===== config.mk =====
export PLATFORM = sky130hd
export DESIGN_NAME = led_mode_ctrl_flat
export DESIGN_NICKNAME = d
export VERILOG_FILES = /design/src/rtl/led_mode_ctrl_pkg.sv /design/src/rtl/led_mode_ctrl_if.sv /design/src/rtl/led_mode_ctrl_key_debounce.sv /design/src/rtl/led_mode_ctrl.sv /design/src/flat_wrapper.sv
export SDC_FILE = /design/constraint.sdc
export NUM_CORES = 1
export LEC_CHECK = 0
export ABC_CLOCK_PERIOD_IN_PS = 3100
export CORE_UTILIZATION = 55
export DETAILED_ROUTE_END_ITERATION = 10
export PLACE_DENSITY_LB_ADDON = 0.1
export SLEW_MARGIN = 20
export SYNTH_ARGS = -nofsm -noshare
export SYNTH_HDL_FRONTEND = slang
export SYNTH_SLANG_ARGS = --single-unit

===== constraint.sdc =====
create_clock -name sys_clk -period 3.1 [get_ports sys_clk]
set_clock_uncertainty 0.15 [all_clocks]
set_input_delay 0.775 -clock sys_clk [delete_from_list [all_inputs] [get_ports sys_clk]]
set_output_delay 0.775 -clock sys_clk [all_outputs]
set_load 0.01 [all_outputs]

===== src/rtl/led_mode_ctrl_pkg.sv =====
// Shared definitions for the LED mode controller: mode encodings,
// per-mode step lengths and the (mode, step) -> LED pattern lookup.
package led_mode_ctrl_pkg;

  typedef logic [1:0] mode_t;

  localparam mode_t MODE_BLINK = 2'd0;
  localparam mode_t MODE_CHASE = 2'd1;
  localparam mode_t MODE_COUNT = 2'd2;
  localparam mode_t MODE_ALT   = 2'd3;

  // Index of the last step in each mode; the step counter wraps after it.
  localparam logic [2:0] LAST_STEP_BLINK = 3'd1;
  localparam logic [2:0] LAST_STEP_CHASE = 3'd2;
  localparam logic [2:0] LAST_STEP_COUNT = 3'd7;
  localparam logic [2:0] LAST_STEP_ALT   = 3'd1;

  function automatic logic [2:0] last_step(input mode_t mode);
    logic [2:0] last;
    case (mode)
      MODE_BLINK: last = LAST_STEP_BLINK;
      MODE_CHASE: last = LAST_STEP_CHASE;
      MODE_COUNT: last = LAST_STEP_COUNT;
      default:    last = LAST_STEP_ALT;
    endcase
    return last;
  endfunction

  // LED drive for a given mode and step; bit 0 is led_1.
  function automatic logic [2:0] led_pattern(input mode_t mode, input logic [2:0] step);
    logic [2:0] pat;
    pat = 3'b000;
    case (mode)
      MODE_BLINK: pat = (step == 3'd0) ? 3'b111 : 3'b000;
      MODE_CHASE: begin
        case (step)
          3'd0:    pat = 3'b001;
          3'd1:    pat = 3'b010;
          3'd2:    pat = 3'b100;
          default: pat = 3'b000;
        endcase
      end
      MODE_COUNT: pat = step;
      default:    pat = (step == 3'd0) ? 3'b101 : 3'b010;
    endcase
    return pat;
  endfunction

endpackage


===== src/rtl/led_mode_ctrl_if.sv =====
// Board-facing pins of the LED mode controller: two raw keys in,
// LED drive plus mode/pause status out.
interface led_mode_ctrl_if;
  import led_mode_ctrl_pkg::*;

  logic       key_mode_n;
  logic       key_pause_n;
  logic [2:0] led;
  mode_t      mode_o;
  logic       paused_o;

  modport master (
    output key_mode_n,
    output key_pause_n,
    input  led,
    input  mode_o,
    input  paused_o
  );

  modport slave (
    input  key_mode_n,
    input  key_pause_n,
    output led,
    output mode_o,
    output paused_o
  );

endinterface


===== src/rtl/led_mode_ctrl_key_debounce.sv =====
// Key front-end: 2-FF synchroniser, stability counter, and a one-cycle
// press pulse on each accepted released->pressed transition.
module led_mode_ctrl_key_debounce #(
  parameter logic [19:0] DEB_CNT = 20'd1000000
) (
  input  logic sys_clk,
  input  logic sys_rst_n,
  input  logic key_n,
  output logic press
);

  logic        sync_ff1;
  logic        sync_ff2;
  logic        key_level;
  logic [19:0] deb_cnt;

  // Synchronise the raw key, accept a new level only after it has been stable long enough.
  always_ff @(posedge sys_clk or negedge sys_rst_n) begin
    if (!sys_rst_n) begin
      sync_ff1  <= 1'b1;
      sync_ff2  <= 1'b1;
      key_level <= 1'b1;
      deb_cnt   <= '0;
      press     <= 1'b0;
    end else begin
      sync_ff1 <= key_n;
      sync_ff2 <= sync_ff1;
      press    <= 1'b0;
      if (sync_ff2 == key_level) begin
        deb_cnt <= '0;
      end else if (deb_cnt == DEB_CNT - 20'd1) begin
        deb_cnt   <= '0;
        key_level <= sync_ff2;
        press     <= ~sync_ff2;
      end else begin
        deb_cnt <= deb_cnt + 20'd1;
      end
    end
  end

endmodule


===== src/rtl/led_mode_ctrl.sv =====
// LED mode controller top: step timebase, mode and pause state machines,
// and the registered LED pattern output.
module led_mode_ctrl
  import led_mode_ctrl_pkg::*;
#(
  parameter logic [31:0] TICK_CNT = 32'd12500000,
  parameter logic [19:0] DEB_CNT  = 20'd1000000
) (
  input  logic           sys_clk,
  input  logic           sys_rst_n,
  led_mode_ctrl_if.slave pins
);

  localparam logic [0:0] PS_RUN  = 1'b0;
  localparam logic [0:0] PS_HOLD = 1'b1;

  logic        mode_press;
  logic        pause_press;
  mode_t       mode_q;
  logic [0:0]  pause_q;
  logic [2:0]  step_q;
  logic [31:0] tick_cnt_q;
  logic [2:0]  led_q;
  logic        tick;

  led_mode_ctrl_key_debounce #(.DEB_CNT(DEB_CNT)) u_key_mode (
    .sys_clk   (sys_clk),
    .sys_rst_n (sys_rst_n),
    .key_n     (pins.key_mode_n),
    .press     (mode_press)
  );

  led_mode_ctrl_key_debounce #(.DEB_CNT(DEB_CNT)) u_key_pause (
    .sys_clk   (sys_clk),
    .sys_rst_n (sys_rst_n),
    .key_n     (pins.key_pause_n),
    .press     (pause_press)
  );

  // A step tick only fires while running; a held counter must not retrigger.
  assign tick = (pause_q == PS_RUN) && (tick_cnt_q == TICK_CNT - 32'd1);

  // Mode FSM: each mode press advances BLINK -> CHASE -> COUNT -> ALT -> BLINK.
  always_ff @(posedge sys_clk or negedge sys_rst_n) begin
    if (!sys_rst_n) begin
      mode_q <= MODE_BLINK;
    end else if (mode_press) begin
      case (mode_q)
        MODE_BLINK: mode_q <= MODE_CHASE;
        MODE_CHASE: mode_q <= MODE_COUNT;
        MODE_COUNT: mode_q <= MODE_ALT;
        default:    mode_q <= MODE_BLINK;
      endcase
    end
  end

  // Pause FSM: each pause press toggles between RUN and HOLD.
  always_ff @(posedge sys_clk or negedge sys_rst_n) begin
    if (!sys_rst_n) begin
      pause_q <= PS_RUN;
    end else if (pause_press) begin
      pause_q <= (pause_q == PS_RUN) ? PS_HOLD : PS_RUN;
    end
  end

  // Timebase and step: a mode press restarts both and wins over a coincident tick.
  always_ff @(posedge sys_clk or negedge sys_rst_n) begin
    if (!sys_rst_n) begin
      tick_cnt_q <= '0;
      step_q     <= '0;
    end else if (mode_press) begin
      tick_cnt_q <= '0;
      step_q     <= '0;
    end else if (pause_q == PS_RUN) begin
      if (tick) begin
        tick_cnt_q <= '0;
        step_q     <= (step_q == last_step(mode_q)) ? 3'd0 : step_q + 3'd1;
      end else begin
        tick_cnt_q <= tick_cnt_q + 32'd1;
      end
    end
  end

  // Registered LED drive, one cycle behind the mode/step registers.
  always_ff @(posedge sys_clk or negedge sys_rst_n) begin
    if (!sys_rst_n) begin
      led_q <= 3'b000;
    end else begin
      led_q <= led_pattern(mode_q, step_q);
    end
  end

  assign pins.led      = led_q;
  assign pins.mode_o   = mode_q;
  assign pins.paused_o = (pause_q == PS_HOLD);

endmodule


===== src/flat_wrapper.sv =====
// flat-port wrapper written by rule: the top's interface ports become plain ports
module led_mode_ctrl_flat import led_mode_ctrl_pkg::*;
#(
  parameter logic [31:0] TICK_CNT = 32'd12500000,
  parameter logic [19:0] DEB_CNT  = 20'd1000000
)
  (sys_clk, sys_rst_n, pins_key_mode_n, pins_key_pause_n, pins_led, pins_mode_o, pins_paused_o);
  led_mode_ctrl_if pins_i ();
  input  logic sys_clk;
  input  logic sys_rst_n;
  input wire logic [$bits(pins_i.key_mode_n)-1:0] pins_key_mode_n;
  input wire logic [$bits(pins_i.key_pause_n)-1:0] pins_key_pause_n;
  output wire logic [$bits(pins_i.led)-1:0] pins_led;
  output wire logic [$bits(pins_i.mode_o)-1:0] pins_mode_o;
  output wire logic [$bits(pins_i.paused_o)-1:0] pins_paused_o;
  assign pins_i.key_mode_n = pins_key_mode_n;
  assign pins_i.key_pause_n = pins_key_pause_n;
  assign pins_led = pins_i.led;
  assign pins_mode_o = pins_i.mode_o;
  assign pins_paused_o = pins_i.paused_o;
  led_mode_ctrl #(.TICK_CNT(TICK_CNT), .DEB_CNT(DEB_CNT)) u_core (.sys_clk(sys_clk), .sys_rst_n(sys_rst_n), .pins(pins_i));
endmodule

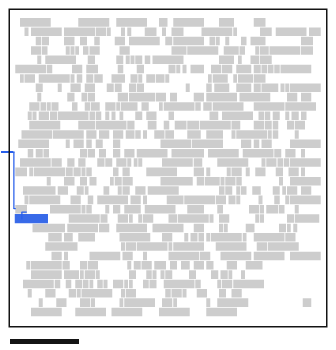
*Port wiring, run 1*
Scale bar: 20 um.
- pins_key_pause_n: blue (direction input; edge left; end cells 1; wire 21.1 um)
number of port buffers: 9
Ports: 10

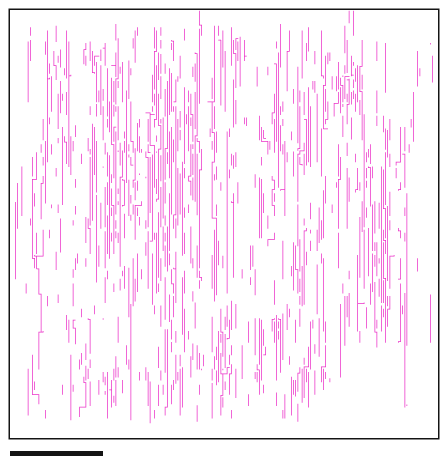
*Met2 routing, run 1*
Scale bar: 20 um.
- share of all routed wire: 46%
- nets with wire on the layer: 397
- main direction: vertical
- longest straight run: 34.7 um

==> results_slide.txt, run 1 <==
Physical Implementation Snapshot

Detailed routing
  – Detail-routed via count per cell: 5.64
  – Wire length after detailed routing: 8510 um
  – Number of antenna-violating nets in the routed design: 0
  – Count of unresolved DRC violations after routing: 0
  – Number of DRC markers after the initial detailed-route iteration: 175

Synthesis
  – Synthesized netlist net count: roughly 460
  – Per-instance average area after synthesis: between 9 and 10 um2
  – Number of library cell types mapped by synthesis: 41
  – Flops out of synthesis: 89
  – Post-synthesis mux area share: 0.983%
  – Number of instances in the synthesized netlist: 448
  – Biggest area consumer among synthesized cells: sky130_fd_sc_hd__dfrtp_1
  – Most used flip-flop cell after synthesis: sky130_fd_sc_hd__dfrtp_1

Cells and area
  – Most area-hungry cell class in the final design: registers

Floorplan
  – Starting density of the core: 57.4%
  – Horiz. Die Dim: approximately 90 um
  – Die Span Y: 92.0 um

Global route
  – Global-route met3 utilization: 5.56%
  – Most Used Layer, Global Route: met2

Worst setup path
  – CP max-delay cell: sky130_fd_sc_hd__or4_4
  – Buffering stage count on the worst path with inverters included: 1
  – Critical Path Source Type: flip-flop

Power
  – Power drawn by the combinational cells: 0.0000464 W
  – Group with the largest share of power: sequential cells
  – Sequential Power Share: 60.1%
  – Share of total power in the clock network: a little under two fifths

Place
  – Final weighted congestion in routability-driven placement: 0.942

STA
  – Setup repair after global routing missed its margin: no

Outcome
  – Result of the run: finished clean
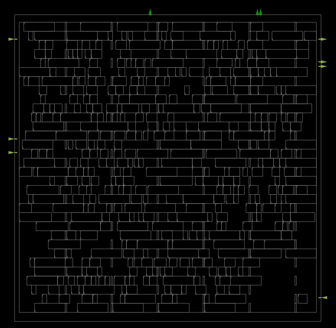
*Cell placement, run 1*
fill cell count: 672
core region area: 7770 um2
standard-cell row count: 32
fraction of the core area covered by cells at the end of the flow: 62.5%
count of flip-flops and latches: 89

run 1: registers in the layout, indices dropped and copies added (netlist names), 2 cells and up:
signal                      cells
u_core.pins.led                 3
u_core.u_key_mode.deb_cnt      20
u_core.u_key_pause.deb_cnt     20
u_core.tick_cnt_q              32
u_core.pins.mode_o              2
u_core.step_q                   3
run 1: stage by stage:
step / total power (W) / setup WS, ns / utilization, % / std cells
3_3_place_gp: 0.00125 / 0.378 / 60.2 / 553
2_1_floorplan: 0.00122 / 0.660 / - / 448
5_1_grt: 0.00204 / 0.199 / 62.5 / 569
3_5_place_dp: 0.00125 / 0.351 / 60.2 / 553
4_1_cts: 0.00199 / 0.329 / 62.5 / 569
6_report: 0.00196 / 0.337 / 62.5 / 569
run 1: worst max path at each step:
stage,start,endpoint,cells past startpoint
floorplan,u_core.tick_cnt_q[16],u_core.step_q[0],5
finish,u_core.tick_cnt_q[16],u_core.tick_cnt_q[24],6
detailed placement,u_core.tick_cnt_q[16],u_core.tick_cnt_q[24],6
global placement,u_core.tick_cnt_q[16],u_core.tick_cnt_q[24],6
CTS,u_core.tick_cnt_q[16],u_core.tick_cnt_q[24],6
global route,u_core.tick_cnt_q[16],u_core.tick_cnt_q[24],6
run 1: placed cells by master (no fill, tap or decap), drive strengths merged, types with 2 or more instances in the layout:
cell and count:
nor3b 5, buf 6, clkdlybuf4s50 8, xnor2 29, and3 14, nor3 8
inv 12, nor2 68, nor4bb 2, and4 4, dfrtp 83, and2 5
xor2 35, clkbuf 9, nor2b 3, nor4b 4, nor4 18, o31ai 5
or3 8, or2 2, or4 2, dfstp 6, nand3 27, mux2 3
ha 12, o21ai 14, nand4 22, or4b 2, nand2 32, clkinvlp 3
a21oi 6
--- run 2 (diff from run 1) ---
--- a/config.mk
+++ b/config.mk
@@ -9,6 +9,7 @@
 export CORE_UTILIZATION = 55
 export DETAILED_ROUTE_END_ITERATION = 10
 export PLACE_DENSITY_LB_ADDON = 0.1
+export SKIP_CTS_REPAIR_TIMING = 1
 export SLEW_MARGIN = 20
 export SYNTH_ARGS = -nofsm -noshare
 export SYNTH_HDL_FRONTEND = slang
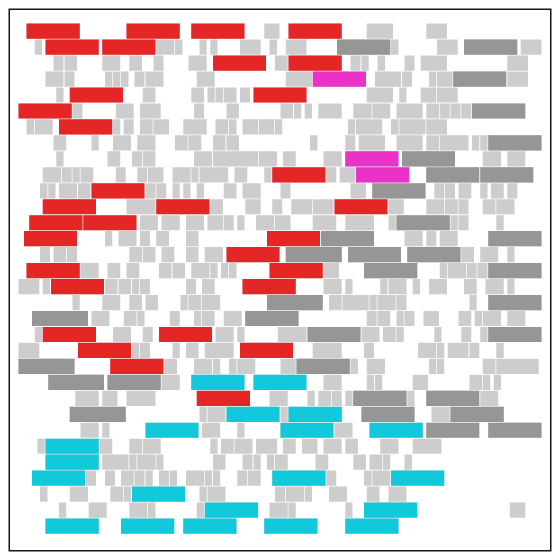
*Register map, names as in the netlist, run 2*
- u_core.step_q: magenta (flops 3)
- u_core.tick_cnt_q: red (flops 32)
- u_core.u_key_pause.deb_cnt: cyan (flops 20)
- not coloured: 34

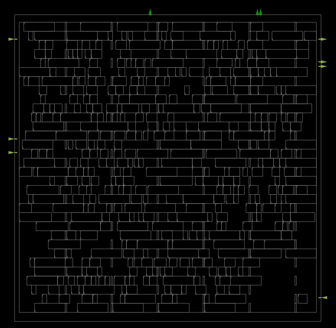
*Cell placement, run 2*
post-layout instance count excluding filler cells: 569
well-tap cell count: 102
share of cell area taken by flip-flops and latches: 46.0%

==> run 2 against run 1 <==
  * Global-route usage unchanged
  * Synthesized area unchanged
  * Highest routed layer unchanged
  * Maximum frequency unchanged
  * Via count did not move
  * Register-to-register slack barely moved
  * Routed wire length unchanged
  * Critical endpoint unchanged
==> results_slide.txt, run 2 <==
Physical Implementation Snapshot

Synthesis
  – Number of instances in the synthesized netlist: 448
  – Biggest area consumer among synthesized cells: sky130_fd_sc_hd__dfrtp_1
  – Flops out of synthesis: 89
  – Post-synthesis mux area share: less than 1%
  – Synthesized netlist net count: approximately 460
  – Number of library cell types mapped by synthesis: 41
  – Most used flip-flop cell after synthesis: sky130_fd_sc_hd__dfrtp_1
  – Per-instance average area after synthesis: 9.95 um2

Outcome
  – Result of the run: finished clean

Cells and area
  – Leading registers by flop count: u_core.tick_cnt_q (32), u_core.u_key_mode.deb_cnt (20), u_core.u_key_pause.deb_cnt (20)
  – Leading cell type in the layout, fill and taps excluded: sky130_fd_sc_hd__dfrtp_1
  – Fill cell count: 672
  – Largest register by flop count: u_core.tick_cnt_q
  – Dominant logic cell types in the final layout: sky130_fd_sc_hd__dfrtp_1, sky130_fd_sc_hd__nor2_1, sky130_fd_sc_hd__xor2_1
  – Flip-flop count of the largest register, all copies and words added: 32

Floorplan
  – Standard-cell row count: 32
  – Ports: 10
  – Core region area: 7770 um2
  – Starting density of the core: 57.4%

Place
  – Cell count after placement: ~550
  – Number of port buffers: 9
  – Final weighted congestion in routability-driven placement: 0.942

Power
  – Group with the largest share of power: sequential cells
  – Sequential Power Share: 60.1%
  – Power drawn by the combinational cells: 0.0000464 W
  – Power, Total: 0.00196 W

Detailed routing
  – Detail-routed via count per cell: 5.64
  – Number of antenna-violating nets in the routed design: 0
  – Number of DRC markers after the initial detailed-route iteration: 175

Worst setup path
  – Critical Path Source Type: flip-flop
  – End point of the critical path: u_core.tick_cnt_q[24]
  – Buffering stage count on the worst path with inverters included: 1
  – CP max-delay cell: sky130_fd_sc_hd__or4_4

STA
  – Setup repair after global routing missed its margin: no
[run 2: cell counts in the layout (fill, tap and decap cells not counted)]
No cell type changed its count.
[run 2: cell type report]
cell class	count	area [um2]	share of cell area, %
Clock buffer	9	124	2.55
Clock inverter	7	53.8	1.11
Inverter	9	33.8	0.696
Multi-Input combinational cell	339	2140	44.1
Sequential cell	89	2230	46.0
Tap cell	102	128	2.63
Timing Repair Buffer	14	138	2.84
[run 2: metrics by stage]
stage	hold WS (ns)	setup slack, ns	util [%]	area (um2)
floorplan	0.195	0.660	-	4460
global placement	0.198	0.378	60.2	4680
detailed placement	0.198	0.351	60.2	4680
CTS	0.213	0.329	62.5	4850
global route	0.214	0.199	62.5	4850
finish	0.212	0.337	62.5	4850
[run 2: routing by layer]
metal	up-vias	GRT usage, %	routed length, um
li1	1598	-	-
met1	1561	31.1	4210
met2	46	35.0	3940
met3	7	5.56	268
met4	0	7.29	92
met5	-	0	0
[run 2: worst min-delay path by stage]
stage | startpoint | endpoint | slack, ns | cells after the start
6_report | u_core.u_key_pause.sync_ff1 | u_core.u_key_pause.sync_ff2 | 0.21 | 0
4_1_cts | u_core.u_key_pause.sync_ff1 | u_core.u_key_pause.sync_ff2 | 0.21 | 0
5_1_grt | u_core.u_key_pause.sync_ff1 | u_core.u_key_pause.sync_ff2 | 0.21 | 0
2_1_floorplan | u_core.u_key_mode.sync_ff1 | u_core.u_key_mode.sync_ff2 | 0.20 | 0
3_3_place_gp | u_core.u_key_pause.sync_ff1 | u_core.u_key_pause.sync_ff2 | 0.20 | 0
3_5_place_dp | u_core.u_key_pause.sync_ff1 | u_core.u_key_pause.sync_ff2 | 0.20 | 0
Power and IR drop assume default switching activity.
